--- src/rtl/id_ex_operand_stage_if.sv ---
// ALU operation encoding and the bus bundle between decode, the ID/EX operand
// stage, EX and the MEM/WB forwarding taps.
// slave  : the view taken by id_ex_operand_stage
// master : the view taken by the surrounding pipeline (or a testbench)

package alu_pkg;
  typedef enum logic [3:0] {
    ALU_ADD   = 4'd0,
    ALU_SUB   = 4'd1,
    ALU_SLL   = 4'd2,
    ALU_SLT   = 4'd3,
    ALU_SLTU  = 4'd4,
    ALU_XOR   = 4'd5,
    ALU_SRL   = 4'd6,
    ALU_SRA   = 4'd7,
    ALU_OR    = 4'd8,
    ALU_AND   = 4'd9,
    ALU_PASSB = 4'd10
  } alu_e;
endpackage

interface id_ex_operand_stage_if #(
  parameter int XLEN       = 32,
  parameter int REG_ADDR_W = 5
);
  import alu_pkg::*;

  logic                  flush;
  // decode side
  logic                  id_valid;
  logic                  id_ready;
  logic [XLEN-1:0]       id_pc;
  logic [REG_ADDR_W-1:0] id_rs1_addr;
  logic [REG_ADDR_W-1:0] id_rs2_addr;
  logic [XLEN-1:0]       id_rs1_data;
  logic [XLEN-1:0]       id_rs2_data;
  logic                  id_uses_rs1;
  logic                  id_uses_rs2;
  logic [XLEN-1:0]       id_imm;
  logic [1:0]            id_a_sel;
  logic                  id_b_sel;
  alu_e                  id_alu_sel;
  logic [REG_ADDR_W-1:0] id_rd_addr;
  logic                  id_rd_we;
  logic                  id_is_load;
  // execute side
  logic                  ex_valid;
  logic                  ex_ready;
  logic [XLEN-1:0]       ex_a;
  logic [XLEN-1:0]       ex_b;
  alu_e                  ex_alu_sel;
  logic [XLEN-1:0]       ex_store_data;
  logic [XLEN-1:0]       ex_pc;
  logic [REG_ADDR_W-1:0] ex_rd_addr;
  logic                  ex_rd_we;
  logic                  ex_is_load;
  // forwarding taps
  logic                  mem_rd_we;
  logic [REG_ADDR_W-1:0] mem_rd_addr;
  logic [XLEN-1:0]       mem_rd_data;
  logic                  wb_rd_we;
  logic [REG_ADDR_W-1:0] wb_rd_addr;
  logic [XLEN-1:0]       wb_rd_data;

  modport slave (
    input  flush,
    input  id_valid, id_pc, id_rs1_addr, id_rs2_addr, id_rs1_data, id_rs2_data,
    input  id_uses_rs1, id_uses_rs2, id_imm, id_a_sel, id_b_sel, id_alu_sel,
    input  id_rd_addr, id_rd_we, id_is_load,
    output id_ready,
    output ex_valid, ex_a, ex_b, ex_alu_sel, ex_store_data, ex_pc,
    output ex_rd_addr, ex_rd_we, ex_is_load,
    input  ex_ready,
    input  mem_rd_we, mem_rd_addr, mem_rd_data,
    input  wb_rd_we, wb_rd_addr, wb_rd_data
  );

  modport master (
    output flush,
    output id_valid, id_pc, id_rs1_addr, id_rs2_addr, id_rs1_data, id_rs2_data,
    output id_uses_rs1, id_uses_rs2, id_imm, id_a_sel, id_b_sel, id_alu_sel,
    output id_rd_addr, id_rd_we, id_is_load,
    input  id_ready,
    input  ex_valid, ex_a, ex_b, ex_alu_sel, ex_store_data, ex_pc,
    input  ex_rd_addr, ex_rd_we, ex_is_load,
    output ex_ready,
    output mem_rd_we, mem_rd_addr, mem_rd_data,
    output wb_rd_we, wb_rd_addr, wb_rd_data
  );
endinterface

--- src/rtl/id_ex_operand_stage.sv ---
// ID/EX pipeline register and operand network for the execute-stage ALU.
// Captures decoded instructions, bypasses WB at capture, forwards MEM/WB into
// the registered operands and stalls decode on unresolvable RAW hazards.
// Optional feature macro: FORWARDING_EN
//   defined   : MEM/WB forwarding into EX operands, stall only on load-use
//   undefined : no forwarding, stall on any pending producer in EX or MEM

module id_ex_operand_stage
  import alu_pkg::*;
#(
  parameter int XLEN       = 32,
  parameter int REG_ADDR_W = 5
) (
  input  logic                   clk,
  input  logic                   rst_n,
  id_ex_operand_stage_if.slave   bus
);

  localparam logic [REG_ADDR_W-1:0] X0 = '0;

  // EX-stage registers
  logic                  ex_valid_reg;
  logic [XLEN-1:0]       ex_pc_reg;
  logic [XLEN-1:0]       ex_src_val_reg [2];
  logic [XLEN-1:0]       ex_imm_reg;
  logic [1:0]            ex_a_sel_reg;
  logic                  ex_b_sel_reg;
  alu_e                  ex_alu_sel_reg;
  logic [REG_ADDR_W-1:0] ex_rd_addr_reg;
  logic                  ex_rd_we_reg;
  logic                  ex_is_load_reg;

  // Per-source views of the decode inputs (index 0 = rs1, 1 = rs2)
  logic [REG_ADDR_W-1:0] id_src_addr [2];
  logic                  id_src_use  [2];
  logic [XLEN-1:0]       id_src_data [2];
  logic [XLEN-1:0]       cap_val     [2];
  logic [XLEN-1:0]       fwd_val     [2];
  logic                  dep_ex      [2];

  logic advance;
  logic hazard;
  logic capture;

  assign id_src_addr[0] = bus.id_rs1_addr;
  assign id_src_addr[1] = bus.id_rs2_addr;
  assign id_src_use[0]  = bus.id_uses_rs1;
  assign id_src_use[1]  = bus.id_uses_rs2;
  assign id_src_data[0] = bus.id_rs1_data;
  assign id_src_data[1] = bus.id_rs2_data;

`ifdef FORWARDING_EN
  // Source indices are only needed at EX when forwarding is available
  logic [REG_ADDR_W-1:0] ex_src_addr_reg [2];
  logic                  fwd_mem_hit     [2];
  logic                  fwd_wb_hit      [2];
`else
  logic                  dep_mem         [2];
  logic                  unused_mem_data;
  assign unused_mem_data = ^bus.mem_rd_data;
`endif

  generate
    for (genvar gi = 0; gi < 2; gi++) begin : g_src
      // WB writes land in the regfile this cycle, so the read data is stale
      assign cap_val[gi] = (bus.wb_rd_we && bus.wb_rd_addr == id_src_addr[gi] &&
                            id_src_addr[gi] != X0) ? bus.wb_rd_data : id_src_data[gi];

      // Decode source depends on the instruction currently held in EX
      assign dep_ex[gi] = id_src_use[gi] && ex_valid_reg && ex_rd_we_reg &&
                          ex_rd_addr_reg != X0 && id_src_addr[gi] == ex_rd_addr_reg;

`ifdef FORWARDING_EN
      assign fwd_mem_hit[gi] = bus.mem_rd_we && ex_src_addr_reg[gi] != X0 &&
                               bus.mem_rd_addr == ex_src_addr_reg[gi];
      assign fwd_wb_hit[gi]  = bus.wb_rd_we && ex_src_addr_reg[gi] != X0 &&
                               bus.wb_rd_addr == ex_src_addr_reg[gi];
      // MEM is the younger producer and takes precedence over WB
      assign fwd_val[gi] = fwd_mem_hit[gi] ? bus.mem_rd_data :
                           fwd_wb_hit[gi]  ? bus.wb_rd_data  : ex_src_val_reg[gi];
`else
      assign dep_mem[gi] = id_src_use[gi] && bus.mem_rd_we && bus.mem_rd_addr != X0 &&
                           id_src_addr[gi] == bus.mem_rd_addr;
      assign fwd_val[gi] = ex_src_val_reg[gi];
`endif
    end
  endgenerate

`ifdef FORWARDING_EN
  // Only a load in EX cannot be forwarded in time
  assign hazard = ex_is_load_reg && (dep_ex[0] || dep_ex[1]);
`else
  // Wait until the producer has reached WB, where the capture bypass covers it
  assign hazard = dep_ex[0] || dep_ex[1] || dep_mem[0] || dep_mem[1];
`endif

  assign advance      = !ex_valid_reg || bus.ex_ready;
  assign capture      = bus.id_valid && !hazard;
  assign bus.id_ready = advance && !hazard;

  // EX register update: reset, then flush, then advance, else hold
  always_ff @(posedge clk) begin
    if (!rst_n) begin
      ex_valid_reg      <= 1'b0;
      ex_pc_reg         <= '0;
      ex_src_val_reg[0] <= '0;
      ex_src_val_reg[1] <= '0;
      ex_imm_reg        <= '0;
      ex_a_sel_reg      <= '0;
      ex_b_sel_reg      <= 1'b0;
      ex_alu_sel_reg    <= ALU_ADD;
      ex_rd_addr_reg    <= '0;
      ex_rd_we_reg      <= 1'b0;
      ex_is_load_reg    <= 1'b0;
`ifdef FORWARDING_EN
      ex_src_addr_reg[0] <= '0;
      ex_src_addr_reg[1] <= '0;
`endif
    end else if (bus.flush) begin
      ex_valid_reg <= 1'b0;
    end else if (advance) begin
      ex_valid_reg <= capture;
      if (capture) begin
        ex_pc_reg         <= bus.id_pc;
        ex_src_val_reg[0] <= cap_val[0];
        ex_src_val_reg[1] <= cap_val[1];
        ex_imm_reg        <= bus.id_imm;
        ex_a_sel_reg      <= bus.id_a_sel;
        ex_b_sel_reg      <= bus.id_b_sel;
        ex_alu_sel_reg    <= bus.id_alu_sel;
        ex_rd_addr_reg    <= bus.id_rd_addr;
        ex_rd_we_reg      <= bus.id_rd_we;
        ex_is_load_reg    <= bus.id_is_load;
`ifdef FORWARDING_EN
        ex_src_addr_reg[0] <= bus.id_rs1_addr;
        ex_src_addr_reg[1] <= bus.id_rs2_addr;
`endif
      end
    end
  end

  // Operand selection for the ALU
  always_comb begin
    bus.ex_a = '0;
    case (ex_a_sel_reg)
      2'd0:    bus.ex_a = fwd_val[0];
      2'd1:    bus.ex_a = ex_pc_reg;
      default: bus.ex_a = '0;
    endcase
    bus.ex_b = ex_b_sel_reg ? ex_imm_reg : fwd_val[1];
  end

  assign bus.ex_valid      = ex_valid_reg;
  assign bus.ex_store_data = fwd_val[1];
  assign bus.ex_alu_sel    = ex_alu_sel_reg;
  assign bus.ex_pc         = ex_pc_reg;
  assign bus.ex_rd_addr    = ex_rd_addr_reg;
  assign bus.ex_rd_we      = ex_rd_we_reg;
  assign bus.ex_is_load    = ex_is_load_reg;

endmodule

--- src/flat_wrapper.sv ---
// flat-port wrapper written by rule: the top's interface ports become plain ports
module id_ex_operand_stage_flat import alu_pkg::*;
#(
  parameter int XLEN       = 32,
  parameter int REG_ADDR_W = 5
)
  (clk, rst_n, bus_flush, bus_id_valid, bus_id_pc, bus_id_rs1_addr, bus_id_rs2_addr, bus_id_rs1_data, bus_id_rs2_data, bus_id_uses_rs1, bus_id_uses_rs2, bus_id_imm, bus_id_a_sel, bus_id_b_sel, bus_id_alu_sel, bus_id_rd_addr, bus_id_rd_we, bus_id_is_load, bus_id_ready, bus_ex_valid, bus_ex_a, bus_ex_b, bus_ex_alu_sel, bus_ex_store_data, bus_ex_pc, bus_ex_rd_addr, bus_ex_rd_we, bus_ex_is_load, bus_ex_ready, bus_mem_rd_we, bus_mem_rd_addr, bus_mem_rd_data, bus_wb_rd_we, bus_wb_rd_addr, bus_wb_rd_data);
  id_ex_operand_stage_if #(.XLEN(XLEN), .REG_ADDR_W(REG_ADDR_W)) bus_i ();
  input  logic clk;
  input  logic rst_n;
  input wire logic [$bits(bus_i.flush)-1:0] bus_flush;
  input wire logic [$bits(bus_i.id_valid)-1:0] bus_id_valid;
  input wire logic [$bits(bus_i.id_pc)-1:0] bus_id_pc;
  input wire logic [$bits(bus_i.id_rs1_addr)-1:0] bus_id_rs1_addr;
  input wire logic [$bits(bus_i.id_rs2_addr)-1:0] bus_id_rs2_addr;
  input wire logic [$bits(bus_i.id_rs1_data)-1:0] bus_id_rs1_data;
  input wire logic [$bits(bus_i.id_rs2_data)-1:0] bus_id_rs2_data;
  input wire logic [$bits(bus_i.id_uses_rs1)-1:0] bus_id_uses_rs1;
  input wire logic [$bits(bus_i.id_uses_rs2)-1:0] bus_id_uses_rs2;
  input wire logic [$bits(bus_i.id_imm)-1:0] bus_id_imm;
  input wire logic [$bits(bus_i.id_a_sel)-1:0] bus_id_a_sel;
  input wire logic [$bits(bus_i.id_b_sel)-1:0] bus_id_b_sel;
  input wire logic [$bits(bus_i.id_alu_sel)-1:0] bus_id_alu_sel;
  input wire logic [$bits(bus_i.id_rd_addr)-1:0] bus_id_rd_addr;
  input wire logic [$bits(bus_i.id_rd_we)-1:0] bus_id_rd_we;
  input wire logic [$bits(bus_i.id_is_load)-1:0] bus_id_is_load;
  output wire logic [$bits(bus_i.id_ready)-1:0] bus_id_ready;
  output wire logic [$bits(bus_i.ex_valid)-1:0] bus_ex_valid;
  output wire logic [$bits(bus_i.ex_a)-1:0] bus_ex_a;
  output wire logic [$bits(bus_i.ex_b)-1:0] bus_ex_b;
  output wire logic [$bits(bus_i.ex_alu_sel)-1:0] bus_ex_alu_sel;
  output wire logic [$bits(bus_i.ex_store_data)-1:0] bus_ex_store_data;
  output wire logic [$bits(bus_i.ex_pc)-1:0] bus_ex_pc;
  output wire logic [$bits(bus_i.ex_rd_addr)-1:0] bus_ex_rd_addr;
  output wire logic [$bits(bus_i.ex_rd_we)-1:0] bus_ex_rd_we;
  output wire logic [$bits(bus_i.ex_is_load)-1:0] bus_ex_is_load;
  input wire logic [$bits(bus_i.ex_ready)-1:0] bus_ex_ready;
  input wire logic [$bits(bus_i.mem_rd_we)-1:0] bus_mem_rd_we;
  input wire logic [$bits(bus_i.mem_rd_addr)-1:0] bus_mem_rd_addr;
  input wire logic [$bits(bus_i.mem_rd_data)-1:0] bus_mem_rd_data;
  input wire logic [$bits(bus_i.wb_rd_we)-1:0] bus_wb_rd_we;
  input wire logic [$bits(bus_i.wb_rd_addr)-1:0] bus_wb_rd_addr;
  input wire logic [$bits(bus_i.wb_rd_data)-1:0] bus_wb_rd_data;
  assign bus_i.flush = bus_flush;
  assign bus_i.id_valid = bus_id_valid;
  assign bus_i.id_pc = bus_id_pc;
  assign bus_i.id_rs1_addr = bus_id_rs1_addr;
  assign bus_i.id_rs2_addr = bus_id_rs2_addr;
  assign bus_i.id_rs1_data = bus_id_rs1_data;
  assign bus_i.id_rs2_data = bus_id_rs2_data;
  assign bus_i.id_uses_rs1 = bus_id_uses_rs1;
  assign bus_i.id_uses_rs2 = bus_id_uses_rs2;
  assign bus_i.id_imm = bus_id_imm;
  assign bus_i.id_a_sel = bus_id_a_sel;
  assign bus_i.id_b_sel = bus_id_b_sel;
  assign bus_i.id_alu_sel = bus_id_alu_sel;
  assign bus_i.id_rd_addr = bus_id_rd_addr;
  assign bus_i.id_rd_we = bus_id_rd_we;
  assign bus_i.id_is_load = bus_id_is_load;
  assign bus_id_ready = bus_i.id_ready;
  assign bus_ex_valid = bus_i.ex_valid;
  assign bus_ex_a = bus_i.ex_a;
  assign bus_ex_b = bus_i.ex_b;
  assign bus_ex_alu_sel = bus_i.ex_alu_sel;
  assign bus_ex_store_data = bus_i.ex_store_data;
  assign bus_ex_pc = bus_i.ex_pc;
  assign bus_ex_rd_addr = bus_i.ex_rd_addr;
  assign bus_ex_rd_we = bus_i.ex_rd_we;
  assign bus_ex_is_load = bus_i.ex_is_load;
  assign bus_i.ex_ready = bus_ex_ready;
  assign bus_i.mem_rd_we = bus_mem_rd_we;
  assign bus_i.mem_rd_addr = bus_mem_rd_addr;
  assign bus_i.mem_rd_data = bus_mem_rd_data;
  assign bus_i.wb_rd_we = bus_wb_rd_we;
  assign bus_i.wb_rd_addr = bus_wb_rd_addr;
  assign bus_i.wb_rd_data = bus_wb_rd_data;
  id_ex_operand_stage #(.XLEN(XLEN), .REG_ADDR_W(REG_ADDR_W)) u_core (.clk(clk), .rst_n(rst_n), .bus(bus_i));
endmodule
--- config.mk ---
export PLATFORM = sky130hd
export DESIGN_NAME = id_ex_operand_stage_flat
export DESIGN_NICKNAME = d
export VERILOG_FILES = /design/src/rtl/id_ex_operand_stage_if.sv /design/src/rtl/id_ex_operand_stage.sv /design/src/flat_wrapper.sv
export SDC_FILE = /design/constraint.sdc
export NUM_CORES = 1
export LEC_CHECK = 0
export CORE_AREA = 3 3 143 145
export DETAILED_ROUTE_END_ITERATION = 7
export DIE_AREA = 0 0 146 148
export PLACE_DENSITY = 0.87
export SLEW_MARGIN = 20
export SYNTH_ARGS = -nofsm -noshare
export SYNTH_HDL_FRONTEND = slang
export SYNTH_SLANG_ARGS = --single-unit
--- constraint.sdc ---
create_clock -name clk -period 9.9 [get_ports clk]
set_input_delay 1.98 -clock clk [delete_from_list [all_inputs] [get_ports clk]]
set_output_delay 1.98 -clock clk [all_outputs]
set_load 0.1 [all_outputs]
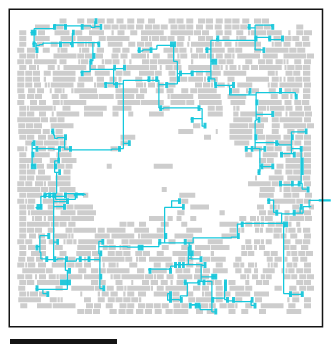
Fig. 1. Wires at chosen ports, followed through buffers.
Scale bar: 50 µm.
Key: cyan = rst_n [bits 1, direction input, edge right, end cells 158, buffers 2, wire 1290 µm]

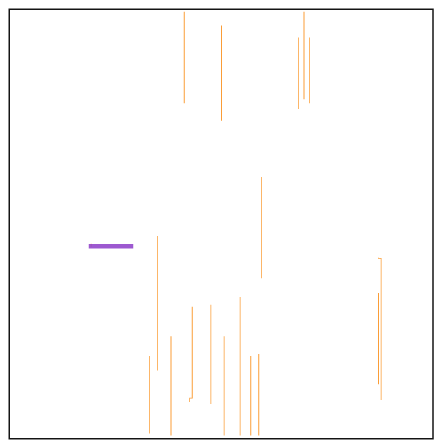
Fig. 2. Routed metal, one color a layer.
Two of the layers only.
Key: orange = metal 4 [wire length 568 µm]; purple = metal 5 [wire length 13.8 µm]
detailed-route via count: 6353
GRT Util Overall: 21.35%
routed length per placed instance: 18.18 µm
final WL: 23.88 mm

==> impl_metrics.env <==
# physical design summary
export IMPL_largest_class="multi-input combinational cells"
export IMPL_grt_pass1_wl_mm=36.29
export IMPL_min_to="u_core.ex_imm_reg[3]$_SDFFE_PN0P_"
export IMPL_crit_path_end_kind="primary output"
export IMPL_crit_start="bus_id_rs1_addr[1]"
export IMPL_antenna_cells=0
export IMPL_period_needed_ns=6.547
export IMPL_synth_mux_area_fraction_pct=28.05
export IMPL_final_area_um2=11450
export IMPL_initial_core_util_pct=38.76
export IMPL_grt_overflow=0
export IMPL_simple_gate_area_share_pct=14.74
export IMPL_cts_buffer_depth=2
export IMPL_numCtsBuffers=17
export IMPL_fin_setup_tns_ns=0
export IMPL_startpoint_type="input port"
export IMPL_cts_sinks=143
export IMPL_avgSynthCellArea_um2=9.991
export IMPL_p_switching_mw=0.6660
export IMPL_r2r_cells=5
export IMPL_taps=265
export IMPL_outcome="complete, no violations"
export IMPL_largest_area_cell="edfxtp_1"
export IMPL_gp_congestion=0.8836
export IMPL_num_rows=51
export IMPL_rsz0062_at_grt="no"
export IMPL_cts_hold_buf=0
export IMPL_path_buffers=2
export IMPL_hold_viol_final=0
export IMPL_regArea_um2=3507
export IMPL_max_cap_violations=0
export IMPL_clock_latency_ns=0.41
export IMPL_async_reset_ff_share_pct=0
export IMPL_grt_start_max_net_pins=90
export IMPL_clk_pin_slew_ns=0.06
export IMPL_met2_usage_pct=37.26
export IMPL_wl_met1_mm=9.727
export IMPL_setup_viol=0
export IMPL_max_clock_freq_mhz=152.7
export IMPL_viasPerCell=4.839
export IMPL_critPathKind="in -> out"
export IMPL_drive_above_1_share_pct=7.538
export IMPL_combPwrFrac_pct=29.7
export IMPL_antenna_found_initial=1
export IMPL_totalPowerFinal_mw=1.898
export IMPL_ys_top_cells_by_area="edfxtp_1, mux2i_1, dfxtp_1"
export IMPL_cp_required_ns=7.92
export IMPL_pre_cts_slack_ns=3.370
export IMPL_p_leak_nw=4.142
export IMPL_ir_drop_v=0.0001213
export IMPL_warnings=58
export IMPL_worstHoldStart="u_core.ex_imm_reg[3]$_SDFFE_PN0P_"
export IMPL_place_area_um2=10850
export IMPL_ys_seq_share_pct=46.75
export IMPL_pg_comb_mw=0.564
export IMPL_fin_hold_ws_ns=0.4602
export IMPL_num_nonclk_inverters=0
export IMPL_io_buffers=343
export IMPL_stdcell_count=1313
export IMPL_yosys_stat_area_um2=7493
export IMPL_p_per_area_nw_per_um2=165.7
export IMPL_post_dp_hpwl_mm=16.98
export IMPL_synth_cells=750
export IMPL_aoi_share_pct=0.7180
export IMPL_clk_share_pct=5.213
export IMPL_max_slew_margin_rel_pct=30.13
export IMPL_root_buffer="clkbuf_16"
export IMPL_first_global_vias=6487
export IMPL_dieArea_um2=21610
export IMPL_clkPwrFrac_pct=34.5
export IMPL_largest_reg_flops=64
export IMPL_whs_path_depth=2
export IMPL_drt_initial_drc_count=205
export IMPL_n_clock_buffer=18
export IMPL_top_cells_by_count="mux2i_1, nand2_1, nor2_1, dfxtp_1, edfxtp_1"
export IMPL_crit_arrival_ns=4.57
export IMPL_logic_area_um2=3531
export IMPL_sh_seq_area_pct=30.63
export IMPL_p_sw_share_pct=35.10
export IMPL_ys_cells=750
export IMPL_seq_cell_count=143
export IMPL_place_inst=1281
export IMPL_finalCritPeriodShare_pct=66.13
export IMPL_wl_met2_mm=11.70
export IMPL_r2r_end="u_core.ex_src_val_reg[0][32]$_SDFFCE_PN0P_"
export IMPL_drc_errors=0
export IMPL_adder_share_pct=0
export IMPL_top_power_group="registers"
export IMPL_cp_top_family="buffers and inverters"
export IMPL_synth_dominant_cell_count="mux2i_1"
export IMPL_cts_resized=0
export IMPL_core_area_um2=19330
export IMPL_crit_path_end="bus_id_ready"
export IMPL_num_nonclk_buffers=350
export IMPL_tightestPinTransition_ns=1.045
export IMPL_tritoncts="yes"
export IMPL_slew_violations=0
export IMPL_met3_usage_pct=7.296
export IMPL_synth_cell_types=27
export IMPL_flop_cell="dfxtp_1"
export IMPL_area_delta_synth_final_pct=52.80
